$ cat config.mk
export PLATFORM = sky130hd
export DESIGN_NAME = counter_timer
export DESIGN_NICKNAME = d
export VERILOG_FILES = /design/src/rtl/counter_timer.sv
export SDC_FILE = /design/constraint.sdc
export NUM_CORES = 1
export LEC_CHECK = 0
export CORE_UTILIZATION = 25
export CTS_CLUSTER_SIZE = 20
export DETAILED_ROUTE_END_ITERATION = 8
export PLACE_DENSITY = 0.57
export SETUP_SLACK_MARGIN = 0.15
export SYNTH_ARGS = -nofsm -noshare
export SYNTH_HDL_FRONTEND = slang
export SYNTH_SLANG_ARGS = --single-unit
$ cat constraint.sdc
create_clock -name clk -period 4.5 [get_ports clk]
set_input_delay 0.9 -clock clk [delete_from_list [all_inputs] [get_ports clk]]
set_output_delay 0.9 -clock clk [all_outputs]
set_load 0.01 [all_outputs]
$ cat src/rtl/counter_timer.sv
// Load-triggered programmable delay timer: dn rises once more than n cycles have elapsed since ld.
// Optional pause input enabled by defining COUNTER_TIMER_HOLD_EN.
module counter_timer #(
  parameter int WIDTH = 7
) (
  input  logic             clk,
  input  logic             rst,
  input  logic             ld,
  input  logic [WIDTH-1:0] n,
`ifdef COUNTER_TIMER_HOLD_EN
  input  logic             hold,
`endif
  output logic             dn,
  output logic             busy,
  output logic [WIDTH-1:0] left
);

  typedef enum logic [1:0] {
    IDLE  = 2'd0,
    COUNT = 2'd1,
    DONE  = 2'd2
  } state_t;

  state_t           state_q, state_d;
  logic [WIDTH-1:0] rem_q, rem_d;
  logic             hold_w;

`ifdef COUNTER_TIMER_HOLD_EN
  assign hold_w = hold;
`else
  assign hold_w = 1'b0;
`endif

  always_ff @(posedge clk or posedge rst) begin
    if (rst) begin
      state_q <= IDLE;
      rem_q   <= '0;
    end else begin
      state_q <= state_d;
      rem_q   <= rem_d;
    end
  end

  // ld restarts from any state and takes priority over hold.
  always_comb begin
    state_d = state_q;
    rem_d   = rem_q;
    if (ld) begin
      if (n == '0) begin
        state_d = DONE;
        rem_d   = '0;
      end else begin
        state_d = COUNT;
        rem_d   = n - 1'b1;
      end
    end else begin
      case (state_q)
        IDLE:  state_d = IDLE;
        COUNT: begin
          if (!hold_w) begin
            if (rem_q == '0) state_d = DONE;
            else             rem_d   = rem_q - 1'b1;
          end
        end
        DONE:  state_d = DONE;
        default: begin
          state_d = IDLE;
          rem_d   = '0;
        end
      endcase
    end
  end

  assign dn   = (state_q == DONE) && !ld;
  assign busy = (state_q == COUNT);
  assign left = (state_q == COUNT) ? rem_q : '0;

endmodule

==> flow_summary.yaml <==
# flow metrics
logic_synthesis:
  avgSynthCellArea_um2: 8.95
  ys_chip_area_um2: 778
  syn_nets: 103
  synth.most_common_cell: "inv_1"
  ys_cells: 87
  synth_flops: 9
  top_area_share_pct: 28.9
  synthArstFlopShare_pct: 100
  top_cells_by_area: "dfrtp_1, ha_1, inv_1"
  netlist_area_um2: 778
  edf_count: 0
  yosysUniqueCellTypes: 36
  synthFlopType: "dfrtp_1"
  postSynthSeqShare_pct: 28.9
  yosys_warnings: 0
  syn_inst: 87
sta:
  post-route-min-period_ns: 3.00
  tns_ns: 0
  relSlewSlack_pct: 67.2
  fin_skew_ns: 0.00133
  drv_slew: 0
  fmax_mhz: 333
  setup_viol: 0
  period_used_pct: 66.8
drt:
  wl_per_cell_um: 12.3
  drt_first_pass_iters: 6
  ant_nets: 0
  drc_errors: 3
  avgViaCountPerCell: 5.08
  vias: 701
global_routing:
  grt_pass1_wl_um: 2790
  antenna_found_initial: 0
  grt-busiest-layer: "met2"
  grt_max_degree: 13
  grt_pass1_vias: 668
  grtUsageTotal_pct: 11.0
  grt-ovfl-total: 0
floorplanning:
  die_width_um: 57.8
  die_height_um: 57.8
  row_count: 19
  die_area_mm2: 0.00334
  fp_util_pct: 27.3
worst_setup_path:
  crit_fanout: 6
  path_class: "in -> out"
  reg2regPathDepth: 6
  rrSetupSlack_ns: 2.63
  worstPathArrival_ns: 2.10
  start_kind: "input pin"
  r2r-end: "rem_q[2]"
  crit_required_ns: 3.60
power:
  total_power_mw: 0.281
  power.density_mw_per_mm2: 277
  clock_power_share_pct: 22.1
  leakage_nw: 0.418
  p_sw_mw: 0.0978
  p_sw_share_pct: 34.8
  intPower_mw: 0.183
cts:
  numCtsBuffers: 3
  clock_sinks: 9
  hold_buffers: 0
  clkLatencyLatePin_ns: 0.26
  root_buffer: "clkbuf_4"
  clkTransAtPathRegs_ns: 0.06
  cts_resized: 0
  cts_setup_buffers: 0
placed_design:
  placed_cells: 134
  place_congestion: 0.883
  numPortBuffers: 18
  pre_cts_ws_ns: 1.48
  placed_cell_area_um2: 990
final_layout:
  nNetsFinal: 124
  final_cells: 138
  design_area_mm2: 0.00102
hold_path:
  holdPathEnd: "state_q[0]"
status:
  status: "complete, but fails checks"
  violations: "DRC"
run:
  tool_warnings: 29
kinds of logic after synthesis:
| logic type | share of synthesized area (%) |
|---|---|
| and+or+nand+nor | 21.1 |
| AOI/OAI and AO/OA | 29.1 |
| buffers and inverters | 6.75 |
| xor gates and xnor gates | 4.50 |
| DFF | 28.9 |
| adders and majority gates | 9.65 |
cell usage in the layout, fill, tap and decap left out, types with 2 or more instances in the layout:
master and instances:
clkdlybuf4s50_1 18, inv_1 12, dfrtp_1 9, and2_1 7
ha_1 6, o21ai_0 4, a21oi_1 4, xnor2_1 3
o32ai_1 3, a22o_1 3, nand2_1 3, o31a_1 3
clkbuf_4 3, nand2b_1 2, nor4_1 2, nor2_1 2
o221a_2 2
per-layer routing:
metal	vias up	share of wire, %
met3	5	7.4
li1	357	-
met1	312	49
met2	27	40
met4	0	2.8
met5	-	0
how the worst max path moves through the flow:
stage | slack [ns] | start | endpoint | depth (start not counted)
finish | 1.50 | ld | dn | 3
global route | 1.43 | ld | dn | 3
CTS | 1.48 | ld | dn | 3
detailed placement | 1.48 | ld | dn | 3
global placement | 1.51 | ld | dn | 3
floorplan | 2.40 | n[2] | rem_q[4] | 4
flip-flops by register name (all words and copies together) (netlist names):
name,flops
state_q,2
rem_q,7
power by group through the flow:
stage	Clock, mW	Combinational (mW)	Sequential, mW
final	0.0622	0.108	0.111
after global routing	0.0708	0.120	0.113
after CTS	0.0652	0.109	0.110
after detailed placement	0	0.109	0.112
after global placement	0	0.108	0.111
after floorplan	0	0.0713	0.107
cell type report:
type,instances,area (µm²)
fillers,305,1840
multi-input cells,64,500
flip-flops and latches,9,225
repair buffers,18,180
inverters,12,45.0
well taps,31,38.8
clock buffers,4,26.3
critical path: stages:
cell and delay [ns]:
clkdlybuf4s50_1 0.51, nor2b_1 0.15, clkdlybuf4s50_1 0.54
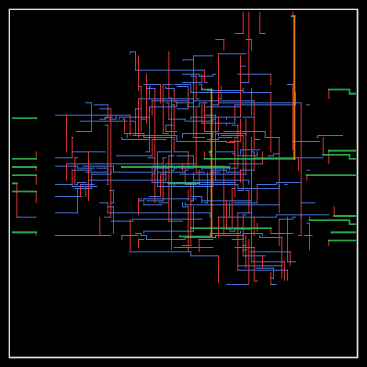
Figure 1: wiring by layer.
Scale: 6 px per µm.
Green marks M3, wire length 126 µm. Blue marks M1, wire length 837 µm. Red marks M2, wire length 689 µm. Orange marks M4, wire length 48.3 µm.

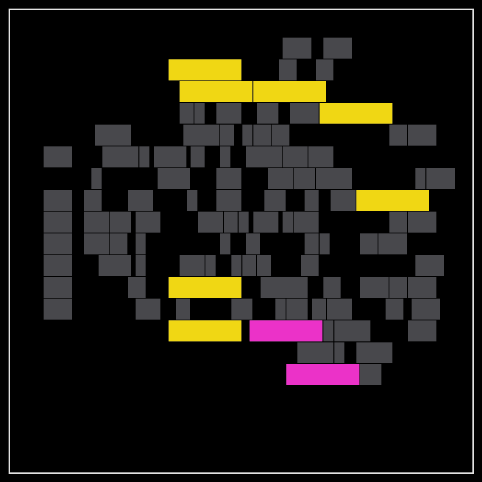
Figure 2: sequential cells grouped by signal name.
Scale: 8 px per µm. Other cells in grey.
Yellow marks rem_q, flops 7. Magenta marks state_q, flops 2.

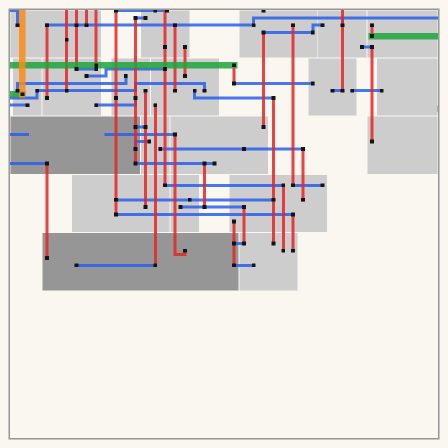
Figure 3: a small window of the routed layout.
Region (33, 4) to (53, 24) µm. Cells in grey, sequential cells in the stronger grey; small squares are vias.
Green marks M3. Red marks M2. Blue marks M1. Orange marks M4.
Most frequent: ha_1 (3), clkdlybuf4s50_1 (3). Netlist names of flops here include state_q (2). 20 logic cells have their middle in the window. Sequential cells in the window: 2.

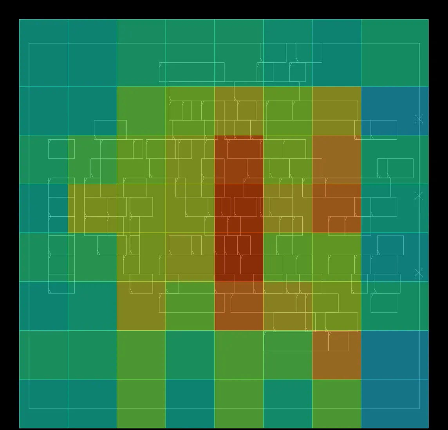
Figure 4: track usage over the die.
post-layout util: 35.6%
met2 usage: 17.3%
M1 GR Usage: 14.2%
M3 GR Usage: 1.34%

Power figures rest on the tool's default switching activity, not on a simulated workload.
